[src/rtl/bcd_time_pkg.sv]
// Shared types and BCD arithmetic for the BCD time keeper.
package bcd_time_pkg;

  typedef enum logic [1:0] {
    S_IDLE,
    S_ADJ_FWD,
    S_ADJ_BACK,
    S_DONE
  } adj_state_e;

  typedef struct packed {
    logic [3:0] hours_tens;
    logic [3:0] hours_ones;
    logic [3:0] minutes_tens;
    logic [3:0] minutes_ones;
    logic [3:0] seconds_tens;
    logic [3:0] seconds_ones;
  } bcd_time_t;

  // One minute forward with hour carry, 23:59 -> 00:00. Seconds untouched.
  function automatic bcd_time_t bcd_inc_minute(input bcd_time_t t);
    bcd_time_t r;
    r = t;
    if (t.minutes_ones == 4'd9) begin
      r.minutes_ones = '0;
      if (t.minutes_tens == 4'd5) begin
        r.minutes_tens = '0;
        if (t.hours_tens == 4'd2 && t.hours_ones == 4'd3) begin
          r.hours_tens = '0;
          r.hours_ones = '0;
        end else if (t.hours_ones == 4'd9) begin
          r.hours_ones = '0;
          r.hours_tens = t.hours_tens + 4'd1;
        end else begin
          r.hours_ones = t.hours_ones + 4'd1;
        end
      end else begin
        r.minutes_tens = t.minutes_tens + 4'd1;
      end
    end else begin
      r.minutes_ones = t.minutes_ones + 4'd1;
    end
    return r;
  endfunction

  // One second forward with full ripple carry.
  function automatic bcd_time_t bcd_inc_time(input bcd_time_t t);
    bcd_time_t r;
    r = t;
    if (t.seconds_ones == 4'd9) begin
      r.seconds_ones = '0;
      if (t.seconds_tens == 4'd5) begin
        r.seconds_tens = '0;
        r = bcd_inc_minute(r);
      end else begin
        r.seconds_tens = t.seconds_tens + 4'd1;
      end
    end else begin
      r.seconds_ones = t.seconds_ones + 4'd1;
    end
    return r;
  endfunction

  // One minute backward with hour borrow, 00:00 -> 23:59. Seconds untouched.
  function automatic bcd_time_t bcd_dec_minute(input bcd_time_t t);
    bcd_time_t r;
    r = t;
    if (t.minutes_ones == 4'd0) begin
      r.minutes_ones = 4'd9;
      if (t.minutes_tens == 4'd0) begin
        r.minutes_tens = 4'd5;
        if (t.hours_tens == 4'd0 && t.hours_ones == 4'd0) begin
          r.hours_tens = 4'd2;
          r.hours_ones = 4'd3;
        end else if (t.hours_ones == 4'd0) begin
          r.hours_ones = 4'd9;
          r.hours_tens = t.hours_tens - 4'd1;
        end else begin
          r.hours_ones = t.hours_ones - 4'd1;
        end
      end else begin
        r.minutes_tens = t.minutes_tens - 4'd1;
      end
    end else begin
      r.minutes_ones = t.minutes_ones - 4'd1;
    end
    return r;
  endfunction

  // 24 h hour digits to 12 h display digits {tens, ones}.
  function automatic logic [7:0] to_12h(input logic [3:0] ht, input logic [3:0] ho);
    logic [7:0] r;
    r = {ht, ho};
    if (ht == 4'd0 && ho == 4'd0) begin
      r = 8'h12;
    end else if (ht == 4'd1 && ho >= 4'd3) begin
      r = {4'd0, ho - 4'd2};
    end else if (ht == 4'd2) begin
      if (ho < 4'd2) r = {4'd0, ho + 4'd8};
      else           r = {4'd1, ho - 4'd2};
    end
    return r;
  endfunction

  function automatic logic is_pm(input logic [3:0] ht, input logic [3:0] ho);
    return (ht == 4'd2) || (ht == 4'd1 && ho >= 4'd2);
  endfunction

  // True for a legal 24 h {HH, MM} BCD value.
  function automatic logic hm_valid(input logic [15:0] hm);
    logic ok;
    ok = (hm[15:12] <= 4'd2) && (hm[11:8] <= 4'd9) &&
         (hm[7:4] <= 4'd5) && (hm[3:0] <= 4'd9);
    if (hm[15:12] == 4'd2 && hm[11:8] > 4'd3) ok = 1'b0;
    return ok;
  endfunction

endpackage

[src/rtl/bcd_time_keeper_btn_debounce.sv]
// Button debouncer: output rises after DEBOUNCE_CYCLES consecutive high
// samples, drops on any low sample; press_pulse marks the rising edge.
module btn_debounce #(
  parameter int DEBOUNCE_CYCLES = 10
) (
  input  logic clk,
  input  logic reset_n,
  input  logic btn_in,
  output logic press_pulse
);

  localparam int CW = $clog2(DEBOUNCE_CYCLES + 1);
  localparam logic [CW-1:0] CNT_LAST = CW'(DEBOUNCE_CYCLES - 1);

  logic [CW-1:0] cnt_q, cnt_d;
  logic          stable_q, stable_d;
  logic          press_q, press_d;

  // Count stable-high samples; any low sample restarts the count.
  always_comb begin
    cnt_d    = cnt_q;
    stable_d = stable_q;
    if (!btn_in) begin
      cnt_d    = '0;
      stable_d = 1'b0;
    end else if (!stable_q) begin
      if (cnt_q == CNT_LAST) stable_d = 1'b1;
      else                   cnt_d    = cnt_q + 1'b1;
    end
    press_d = stable_d & ~stable_q;
  end

  // Debounce state registers.
  always_ff @(posedge clk) begin
    if (!reset_n) begin
      cnt_q    <= '0;
      stable_q <= 1'b0;
      press_q  <= 1'b0;
    end else begin
      cnt_q    <= cnt_d;
      stable_q <= stable_d;
      press_q  <= press_d;
    end
  end

  assign press_pulse = press_q;

endmodule

[src/rtl/bcd_time_keeper.sv]
// 24 h BCD time keeper with fwd/back minute-step adjust, 12/24 h display
// and alarm strobe.
module bcd_time_keeper
  import bcd_time_pkg::*;
#(
  parameter int CLOCK_FREQ       = 50_000_000,
  parameter int DEBOUNCE_TIME_MS = 20,
  parameter int STEP_MINUTES     = 15
) (
  input  logic        clk,
  input  logic        reset_n,
  input  logic        fwd_btn,
  input  logic        back_btn,
  input  logic        mode_12h,
  input  logic        alarm_en,
  input  logic [15:0] alarm_bcd,
  output logic [3:0]  BCD_seconds_ones,
  output logic [3:0]  BCD_seconds_tens,
  output logic [3:0]  BCD_minutes_ones,
  output logic [3:0]  BCD_minutes_tens,
  output logic [3:0]  BCD_hours_ones,
  output logic [3:0]  BCD_hours_tens,
  output logic        pm,
  output logic        busy,
  output logic        second_tick,
  output logic        alarm_pulse
);

  // Multiply before dividing in 64 bits so sub-kHz clocks keep their value.
  localparam int DEBOUNCE_CYCLES = int'(longint'(CLOCK_FREQ) * DEBOUNCE_TIME_MS / 1000);
  localparam int CNT_W = $clog2(CLOCK_FREQ);
  localparam logic [CNT_W-1:0] TICK_LAST = CNT_W'(CLOCK_FREQ - 1);
  localparam logic [5:0]       STEP_LAST = 6'(STEP_MINUTES - 1);

  logic [CNT_W-1:0] cnt_q, cnt_d;
  adj_state_e       state_q, state_d;
  bcd_time_t        time_q, time_d;
  logic [5:0]       step_q, step_d;
  logic             pending_q, pending_d;
  logic             alarm_q, alarm_d;
  logic             advance;
  logic             fwd_press, back_press;
  logic [7:0]       hours_12;

  btn_debounce #(.DEBOUNCE_CYCLES(DEBOUNCE_CYCLES)) u_fwd_db (
    .clk         (clk),
    .reset_n     (reset_n),
    .btn_in      (fwd_btn),
    .press_pulse (fwd_press)
  );

  btn_debounce #(.DEBOUNCE_CYCLES(DEBOUNCE_CYCLES)) u_back_db (
    .clk         (clk),
    .reset_n     (reset_n),
    .btn_in      (back_btn),
    .press_pulse (back_press)
  );

  // Free-running seconds divider, independent of the adjust FSM.
  always_comb begin
    second_tick = (cnt_q == TICK_LAST);
    cnt_d       = second_tick ? '0 : cnt_q + 1'b1;
  end

  // Adjust FSM, time update and alarm detection.
  always_comb begin
    state_d   = state_q;
    time_d    = time_q;
    step_d    = step_q;
    pending_d = pending_q;
    alarm_d   = 1'b0;
    advance   = 1'b0;
    case (state_q)
      S_IDLE: begin
        step_d  = '0;
        advance = second_tick;
        if (fwd_press && !back_press)      state_d = S_ADJ_FWD;
        else if (back_press && !fwd_press) state_d = S_ADJ_BACK;
      end
      S_ADJ_FWD, S_ADJ_BACK: begin
        time_d = (state_q == S_ADJ_FWD) ? bcd_inc_minute(time_q) : bcd_dec_minute(time_q);
        if (second_tick) pending_d = 1'b1;
        if (step_q == STEP_LAST) state_d = S_DONE;
        else                     step_d  = step_q + 6'd1;
      end
      S_DONE: begin
        // A tick arriving in this very cycle is folded into the pending one.
        advance   = pending_q | second_tick;
        pending_d = 1'b0;
        state_d   = S_IDLE;
      end
      default: state_d = S_IDLE;
    endcase
    if (advance) begin
      time_d  = bcd_inc_time(time_q);
      alarm_d = alarm_en && hm_valid(alarm_bcd) &&
                time_d.seconds_tens == 4'd0 && time_d.seconds_ones == 4'd0 &&
                {time_d.hours_tens, time_d.hours_ones,
                 time_d.minutes_tens, time_d.minutes_ones} == alarm_bcd;
    end
  end

  // State registers.
  always_ff @(posedge clk) begin
    if (!reset_n) begin
      cnt_q     <= '0;
      state_q   <= S_IDLE;
      time_q    <= '0;
      step_q    <= '0;
      pending_q <= 1'b0;
      alarm_q   <= 1'b0;
    end else begin
      cnt_q     <= cnt_d;
      state_q   <= state_d;
      time_q    <= time_d;
      step_q    <= step_d;
      pending_q <= pending_d;
      alarm_q   <= alarm_d;
    end
  end

  // Display conversion and status outputs.
  always_comb begin
    hours_12         = to_12h(time_q.hours_tens, time_q.hours_ones);
    BCD_seconds_ones = time_q.seconds_ones;
    BCD_seconds_tens = time_q.seconds_tens;
    BCD_minutes_ones = time_q.minutes_ones;
    BCD_minutes_tens = time_q.minutes_tens;
    if (mode_12h) begin
      BCD_hours_tens = hours_12[7:4];
      BCD_hours_ones = hours_12[3:0];
    end else begin
      BCD_hours_tens = time_q.hours_tens;
      BCD_hours_ones = time_q.hours_ones;
    end
    pm          = is_pm(time_q.hours_tens, time_q.hours_ones);
    busy        = (state_q != S_IDLE);
    alarm_pulse = alarm_q;
  end

endmodule

[config.mk]
export PLATFORM = sky130hd
export DESIGN_NAME = bcd_time_keeper
export DESIGN_NICKNAME = d
export VERILOG_FILES = /design/src/rtl/bcd_time_pkg.sv /design/src/rtl/bcd_time_keeper_btn_debounce.sv /design/src/rtl/bcd_time_keeper.sv
export SDC_FILE = /design/constraint.sdc
export NUM_CORES = 1
export LEC_CHECK = 0
export CAP_MARGIN = 10
export CORE_MARGIN = 5
export CORE_UTILIZATION = 25
export DETAILED_ROUTE_END_ITERATION = 10
export GPL_TIMING_DRIVEN = 0
export PLACE_DENSITY = 0.51
export REMOVE_ABC_BUFFERS = 1
export SKIP_CTS_REPAIR_TIMING = 1
export SYNTH_ARGS = -nofsm -noshare
export SYNTH_HDL_FRONTEND = slang
export SYNTH_SLANG_ARGS = --single-unit
[constraint.sdc]
create_clock -name clk -period 2.85 [get_ports clk]
set_clock_uncertainty 0.15 [all_clocks]
set_input_delay 0.57 -clock clk [delete_from_list [all_inputs] [get_ports clk]]
set_output_delay 0.57 -clock clk [all_outputs]
set_load 0.05 [all_outputs]
==> flow_summary.ini, run 1 <==
; physical design summary
[synthesis]
edf_count = 0
synth.distinct_cells = 77
yosysTopAreaCell = dfxtp_1
netlist_instances = 838
postSynthAreaPerCell_um2 = 7.83
synth.yosys.seq_area_share_pct = 31.7
ys_cells = 838
yosys_area_um2 = 6570
synthFlopType = dfxtp_1

[die]
fp-row-count = 59
initCoreUtil_pct = 25.3
dieArea_um2 = 29600
core_area_um2 = 26000

[worst_setup_path]
required_ps = 2130
worst_r2r_endpoint = alarm_pulse
worstSetupPathType = reg2out

[clocking]
clockRootBuffer = clkbuf_16
path_clk_slew_ps = 80
cts_tree = done
clock_tree.buffer_depth = 2
cts-htree-levels = 3

[global_routing]
first_global_vias = 5324

[placement]
place_worst_setup_slack_ps = -863

[cells_and_area]
synthToLayoutAreaGrowth_pct = 16.7
nets = 905

[outcome]
status = completed

[final_timing]
hold_viol_final = 0
drv_slew = 0
fmax_mhz = 354

[min_path]
holdPathEnd = cnt_q[0]

[route]
via_count = 5851

[power]
leakage_nw = 2.67
run 1: routing by layer:
layer	track usage (%)	routed length, µm	up-vias
met5	0	0	-
met2	17.5	7570	113
li1	-	-	2977
met1	16.0	8490	2744
met4	3.62	263	0
met3	1.87	717	17
run 1: state kept, by name, summed over array words and instances, names as in the netlist:
| register | flops |
|---|---|
| u_fwd_db.cnt_q | 20 |
| u_fwd_db.press_pulse | 1 |
| cnt_q | 26 |
| BCD_seconds_ones | 4 |
| u_back_db.press_pulse | 1 |
| BCD_minutes_ones | 4 |
| alarm_pulse | 1 |
| u_fwd_db.stable_q | 1 |
| u_back_db.stable_q | 1 |
| step_q | 6 |
| u_back_db.cnt_q | 20 |
| pending_q | 1 |
| BCD_minutes_tens | 4 |
| BCD_seconds_tens | 4 |
| state_q | 2 |
| time_q | 8 |
run 1: cell families after synthesis:
kind of cell / share of synthesized area, %
compound gates: 15.1
xor+xnor: 10.5
fa+ha+maj: 5.34
buf+inv: 6.38
flops: 31.7
mux: 1.85
simple gates: 29.1
run 1: worst max-delay path, cell delays in order (launching register included):
cell and delay [ps]:
dfxtp_4 400, ha_2 230, o311a_1 330, nand2b_4 170
a31o_2 260, a21oi_1 150, buf_4 220
run 1: layout make-up:
type / count / area (µm²) / area share, %
Clock buffer: 9 / 225 / 2.94
Clock inverter: 7 / 77.6 / 1.01
Inverter: 31 / 120 / 1.57
Multi-Input combinational cell: 650 / 4170 / 54.4
Sequential cell: 104 / 2100 / 27.4
Tap cell: 335 / 419 / 5.47
Timing Repair Buffer: 59 / 549 / 7.17
run 1: stage by stage:
stage	std cells	util [%]	total power, mW	area [µm²]
3_5_place_dp	1168	27.6	4.54	7170
3_3_place_gp	1168	27.6	4.54	7170
2_1_floorplan	784	-	3.75	6260
5_1_grt	1195	29.5	6.33	7660
4_1_cts	1184	28.8	5.83	7470
6_report	1195	29.5	5.91	7660
run 1: where the power goes:
group	switching (mW)	leakage (nW)	internal, mW
clock	0.645	0.144	0.622
sequential	0.259	0.845	1.58
combinational	1.75	1.69	1.05
run 1: cell usage after synthesis (all sizes together), types with 3 or more instances:
cell type / n
nor2: 124
buf: 32
and2: 8
a31oi: 10
o21a: 4
a21boi: 3
nand2: 72
nor2b: 4
nand2b: 3
or4: 4
and3b: 5
xnor2: 39
a2bb2oi: 3
clkbuf: 21
a22oi: 6
and4bb: 3
ha: 28
nor4: 6
xor2: 37
dfxtp: 104
nor3: 22
and3: 17
a211oi: 3
or3: 13
nand3b: 6
inv: 29
nor3b: 5
o311ai: 3
nand3: 38
nor4b: 3
o21ai: 41
and4: 10
nand4: 23
mux2i: 11
a21oi: 54
o22ai: 6
run 1: how the worst max path moves through the flow:
stage / depth (start not counted) / end / start / slack [ps]
after floorplan: 5 / BCD_hours_ones[1] / time_q[23] / -340
after detailed placement: 7 / time_q[23] / state_q[1] / -860
after CTS: 7 / time_q[23] / state_q[1] / -880
after global placement: 7 / time_q[23] / state_q[1] / -840
after global routing: 9 / BCD_hours_ones[3] / time_q[21] / -40
final: 6 / BCD_hours_ones[3] / time_q[16] / 20
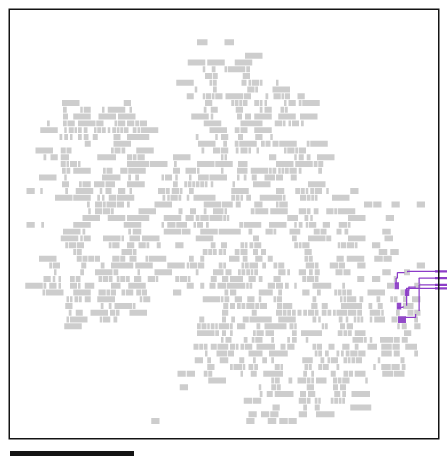
*Nets reached from selected ports, run 1*
Bar = 50 µm.
- purple: `BCD_hours_ones` (bits 4; direction output; edge east; end cells 4; buffers 4; wire 78.3 µm)

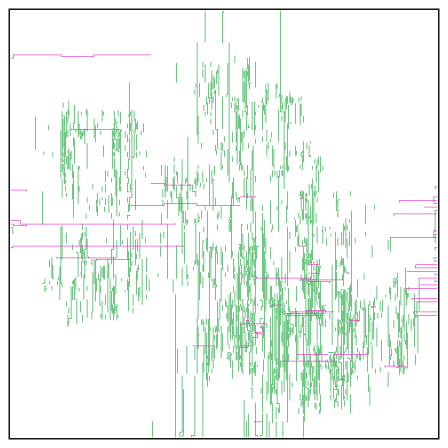
*Signal wires by layer, run 1*
Only two layers are drawn.
- magenta: met3 (wire length 718 µm)
- green: met2 (wire length 7570 µm)

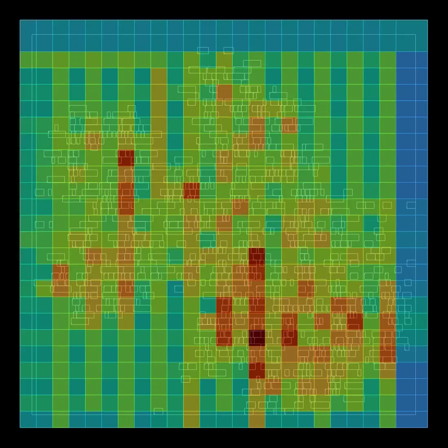
*Routing congestion map, run 1*
GRT Overall Usage: 11.3%
GRT busiest layer: met2
Core Util, Final: 29.5%

### Signal wires on met1, run 1

Bar = 50 µm. Supply wires on this layer in gray. Cells faint in the background.
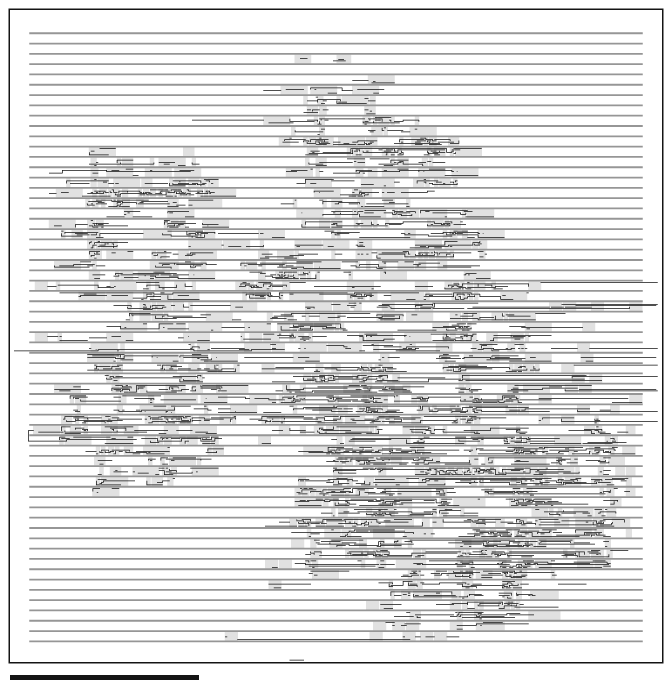

--- run 2 (diff from run 1) ---
--- a/config.mk
+++ b/config.mk
@@ -9,10 +9,10 @@
 export CORE_MARGIN = 5
 export CORE_UTILIZATION = 25
 export DETAILED_ROUTE_END_ITERATION = 10
-export GPL_TIMING_DRIVEN = 0
 export PLACE_DENSITY = 0.51
 export REMOVE_ABC_BUFFERS = 1
 export SKIP_CTS_REPAIR_TIMING = 1
+export SKIP_LAST_GASP = 1
 export SYNTH_ARGS = -nofsm -noshare
 export SYNTH_HDL_FRONTEND = slang
 export SYNTH_SLANG_ARGS = --single-unit
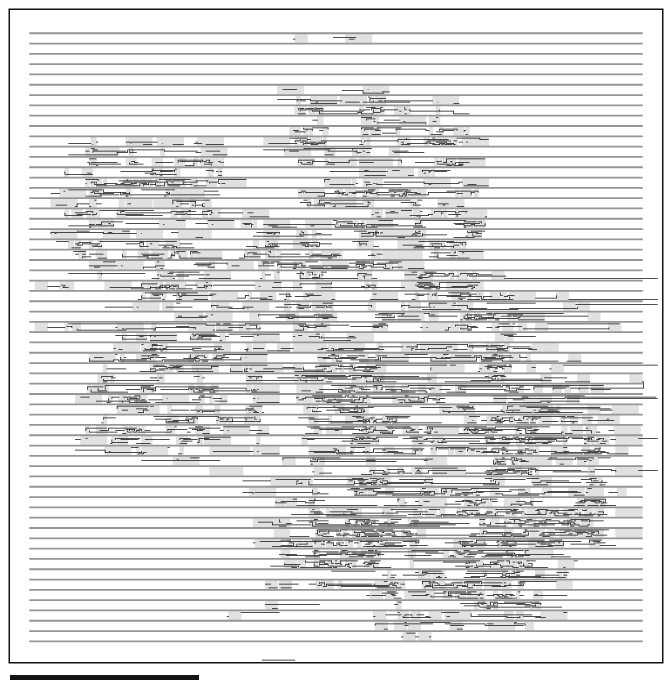
*Signal wires on met1, run 2*
Bar = 50 µm. Supply wires on this layer in gray. Cells faint in the background.
- wire length on this layer: 8650 µm
- main direction: horizontal

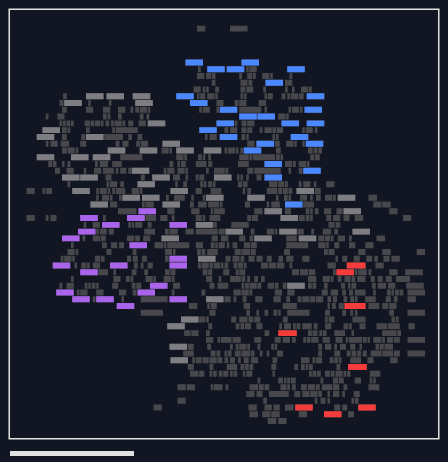
*Sequential cells grouped by signal name, run 2*
Bar = 50 µm. Other sequential cells in the stronger gray, the rest of the logic in the fainter gray.
- blue: `cnt_q` (flops 26; where north)
- purple: `u_fwd_db.cnt_q` (flops 20; where west)
- red: `time_q` (flops 8; where south-east)
- not colored: 50

==> flow_summary.ini, run 2 <==
; physical design summary
[synthesis]
postSynthAreaPerCell_um2 = 7.83
yosysTopAreaCell = dfxtp_1
edf_count = 0
top_cells_by_count = 124 x nor2_1, 104 x dfxtp_1, 70 x nand2_1
most_common_cell = nor2_1
synthFlopType = dfxtp_1
synth.distinct_cells = 77
yosys_area_um2 = 6570
synth.yosys.seq_area_share_pct = 31.7
netlist_instances = 838

[cells_and_area]
final_util_pct = 30.8
fin_area_um2 = 8000
nets = 943
fin_cells = 1233
largest_register = cnt_q
top_regs = cnt_q x26, u_back_db.cnt_q x20, u_fwd_db.cnt_q x20

[power]
sequentialPowerShare_pct = 26.5
power.total_mw = 6.38
comb_power_share_pct = 51.8
p_clk_share_pct = 21.7
ir_drop_mv = 0.974
intPower_mw = 3.66
power.switching_mw = 2.72
power_switching_share_pct = 42.6
leakage_nw = 2.86

[outcome]
status = completed

[placement]
dpl.cell_count = 1217
place_worst_setup_slack_ps = 146
placed_cell_area_um2 = 7620

[clocking]
path_clk_slew_ps = 80
cts_tree = done
clockRootBuffer = clkbuf_16
cts-htree-levels = 3
clock_tree.buffer_depth = 2

[worst_setup_path]
endpoint = BCD_hours_ones[3]
worstSetupPathType = reg2out
startpoint = time_q[16]
worst_r2r_endpoint = time_q[23]
required_ps = 2130

[final_timing]
fmax_mhz = 360
worst_slew_pin_slew_ps = 621
drv_slew = 0
hold_viol_final = 0

[die]
core_area_um2 = 26000
fp-row-count = 59
initCoreUtil_pct = 25.3

[min_path]
min-delay-path-class = reg2reg

[route]
via_count = 6015

[global_routing]
first_global_vias = 5478
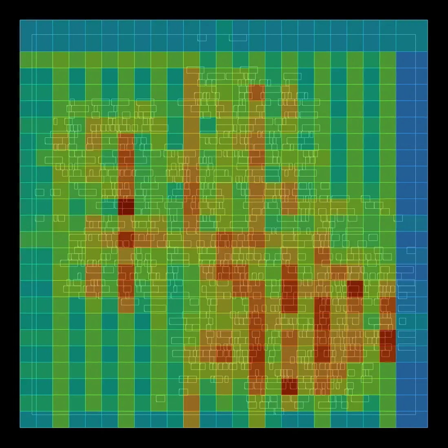
*Routing congestion map, run 2*
global routing usage on met1: 16.6%
Avg WL per Cell: 14.6 µm
M3 GR Usage: 2.54%
GRT Overall Usage: 12.1%

## run 2: cell counts after synthesis
No cell type changed its count.
## run 2: worst min path at each step
stage               slack (ps)         to  depth (start not counted)
floorplan                  270   cnt_q[0]                          1
global placement           280   cnt_q[0]                          1
detailed placement         290   cnt_q[0]                          1
CTS                        310  pending_q                          2
global route               340   cnt_q[0]                          1
finish                     310  pending_q                          2
## run 2: critical path, cell delays in order (launching register included)
cell and delay, ps:
dfxtp_4 390, ha_2 220, o311a_1 330, nand2b_4 170
a31o_2 270, a21oi_4 170, buf_12 150
## run 2: kinds of logic (layout without fill, tap and decap cells)
| logic type | Yosys count | count (layout) | share of synthesized area (%) |
|---|---|---|---|
| AND/OR/NAND/NOR | 374 | 374 | 29.1 |
| multiplexers | 12 | 12 | 1.85 |
| XOR/XNOR | 77 | 77 | 10.5 |
| flip-flops | 104 | 104 | 31.7 |
| adder cells (fa/ha/maj) | 28 | 28 | 5.34 |
| AND-OR/OR-AND | 158 | 158 | 15.1 |
| buffers and inverters | 85 | 145 | 6.38 |
## run 2: layer usage
metal,vias to the layer above,wire [µm],GRT usage [%]
met3,23,1120,2.54
li1,3049,-,-
met1,2798,8650,16.6
met2,145,7860,19.0
met5,-,0,0
met4,0,350,4.17
## run 2: cell type report
type	count	area [µm²]
clock buffer	9	225
clock inverter	7	104
fill	2817	18000
inverter	31	116
multi-input combinational	649	4110
sequential	104	2090
tap	335	419
timing repair buffer	98	938
## run 2: power by group through the flow
stage / Clock, mW / Sequential [mW] / Combinational [mW]
4_1_cts: 1.44 / 1.68 / 3.22
6_report: 1.38 / 1.69 / 3.30
2_1_floorplan: 0 / 1.89 / 1.86
3_5_place_dp: 0 / 1.71 / 3.20
5_1_grt: 1.48 / 1.71 / 3.60
3_3_place_gp: 0 / 1.71 / 3.23
--- run 3 (diff from run 2) ---
--- a/config.mk
+++ b/config.mk
@@ -7,9 +7,9 @@
 export LEC_CHECK = 0
 export CAP_MARGIN = 10
 export CORE_MARGIN = 5
-export CORE_UTILIZATION = 25
+export CORE_UTILIZATION = 51
 export DETAILED_ROUTE_END_ITERATION = 10
-export PLACE_DENSITY = 0.51
+export PLACE_DENSITY = 0.81
 export REMOVE_ABC_BUFFERS = 1
 export SKIP_CTS_REPAIR_TIMING = 1
 export SKIP_LAST_GASP = 1
==> flow_summary.ini, run 3 <==
; physical design summary
[placement]
io_buffers = 49
dpl.hpwl_um = 11600

[power]
ir_drop_mv = 0.478
leakage_nw = 2.73

[die]
initCoreUtil_pct = 52.0
core_area_um2 = 12600
num_io_pins = 50
fp-row-count = 41

[final_timing]
hold_viol_final = 0
finalSetupViolations = 0
drv_slew = 0
fmax_mhz = 356
worst_slew_pin_slew_ps = 714
rsz0062_at_grt = true

[worst_setup_path]
crit_chain = buf_4, o311ai_0, nand2b_1, a31o_2, a21oi_2, buf_12
cpMaxStageDelayCell = o311ai_0
required_ps = 2130
critPathMaxStageDelay_ps = 420
worstSetupPathType = reg2out

[synthesis]
top_cells_by_count = 124 x nor2_1, 104 x dfxtp_1, 70 x nand2_1
postSynthAreaPerCell_um2 = 7.83
synth.distinct_cells = 77
yosysTopAreaCell = dfxtp_1
netlist_instances = 838
most_common_cell = nor2_1
synth.yosys.seq_area_share_pct = 31.7
synthFlopType = dfxtp_1
edf_count = 0

[cells_and_area]
synthToLayoutAreaGrowth_pct = 15.1
top_regs = cnt_q x26, u_back_db.cnt_q x20, u_fwd_db.cnt_q x20
nets = 923
largest_register = cnt_q

[clocking]
cts_made_buffers = 9
clockRootBuffer = clkbuf_16
cts-htree-levels = 3
path_clk_slew_ps = 60
clock_tree.buffer_depth = 2
cts_tree = done

[route]
top_layer_used = met4
met1_length_um = 7110
via_count = 6089
wl_met3_um = 1130
dr_wl_met2_um = 7360

[global_routing]
grtUsageTotal_pct = 21.0
first_global_vias = 5476

[outcome]
status = completed
-- run 3: path summary, 6_finish.rpt --
| kind | cells past startpoint | endpoint | from | slack (ps) |
|---|---|---|---|---|
| worst max-delay path | 6 | BCD_hours_ones[3] | time_q[17] | 40 |
| worst min-delay path | 1 | cnt_q[0] | cnt_q[0] | 300 |
| worst max register to register | 8 | time_q[23] | cnt_q[0] | 220 |
| worst min register to register | 1 | cnt_q[0] | cnt_q[0] | 300 |
-- run 3: worst max-delay path, delay by kind of cell (launching register included) --
kind | cells | cell delay, ps
compound gates | 3 | 890
buf+inv | 2 | 310
flops | 1 | 350
simple gates | 1 | 180
-- run 3: area by class of cell --
| type | count | area (µm²) |
|---|---|---|
| fill | 1136 | 5060 |
| multi-input combinational | 649 | 4080 |
| sequential | 104 | 2080 |
| timing repair buffer | 78 | 763 |
| clock buffer | 11 | 243 |
| tap | 172 | 215 |
| inverter | 31 | 116 |
| clock inverter | 5 | 56.3 |
-- run 3: kinds of logic (layout without fill, tap and decap cells) --
kind of cell / count (synthesis) / count (layout) / share of synthesized area [%]
xor gates and xnor gates: 77 / 77 / 10.5
AOI/OAI and AO/OA: 158 / 158 / 15.1
muxes: 12 / 12 / 1.85
and+or+nand+nor: 374 / 374 / 29.1
DFF: 104 / 104 / 31.7
buffers and inverters: 85 / 125 / 6.38
adders and majority gates: 28 / 28 / 5.34
-- run 3: per-layer routing --
layer  track usage (%)  vias to the layer above
li1                  -                     2998
met1              27.2                     2837
met2              33.9                      225
met3              5.81                       29
met4              6.37                        0
met5                 0                        -
-- run 3: through the flow --
stage	hold WS [ps]	std cells	power, mW	setup slack (ps)	area, µm²
after floorplan	268	784	3.75	-342	6260
after global placement	283	1034	4.73	302	7240
after detailed placement	294	1034	4.77	270	7240
after CTS	304	1050	6.03	-102	7540
after global routing	324	1050	6.42	-40.7	7560
final	297	1050	6.09	40.0	7560
-- run 3: where the power goes --
group	total, mW	internal (mW)	switching, mW
Combinational	3.12	1.22	1.90
Sequential	1.72	1.56	0.161
Clock	1.25	0.704	0.549
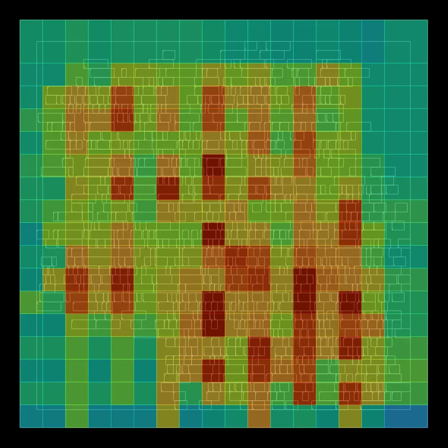
*Routing congestion map, run 3*
Avg WL per Cell: 15.1 µm
Core Util, Final: 59.9%
met2 usage: 33.9%

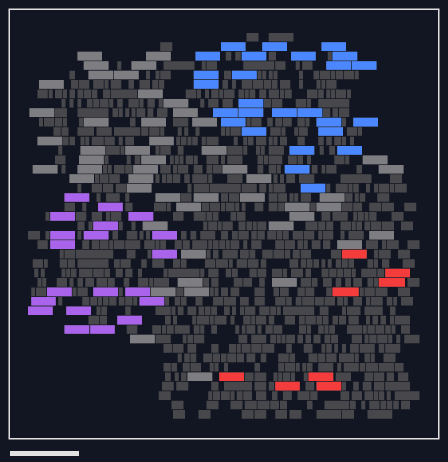
*Sequential cells grouped by signal name, run 3*
Bar = 20 µm. Other sequential cells in the stronger gray, the rest of the logic in the fainter gray.
- blue: `cnt_q` (flops 26)
- red: `time_q` (flops 8; where south-east)
- purple: `u_fwd_db.cnt_q` (flops 20)

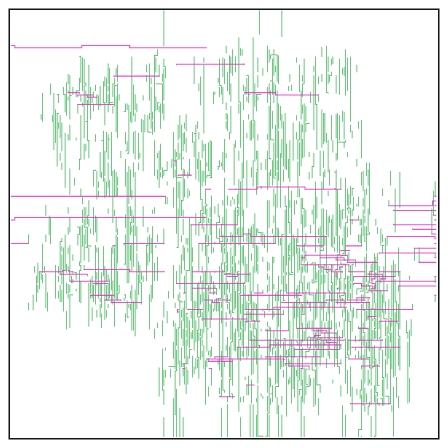
*Signal wires by layer, run 3*
Only two layers are drawn.
- green: met2 (wire length 7360 µm)
- magenta: met3 (wire length 1130 µm)

Power and IR drop assume default switching activity.
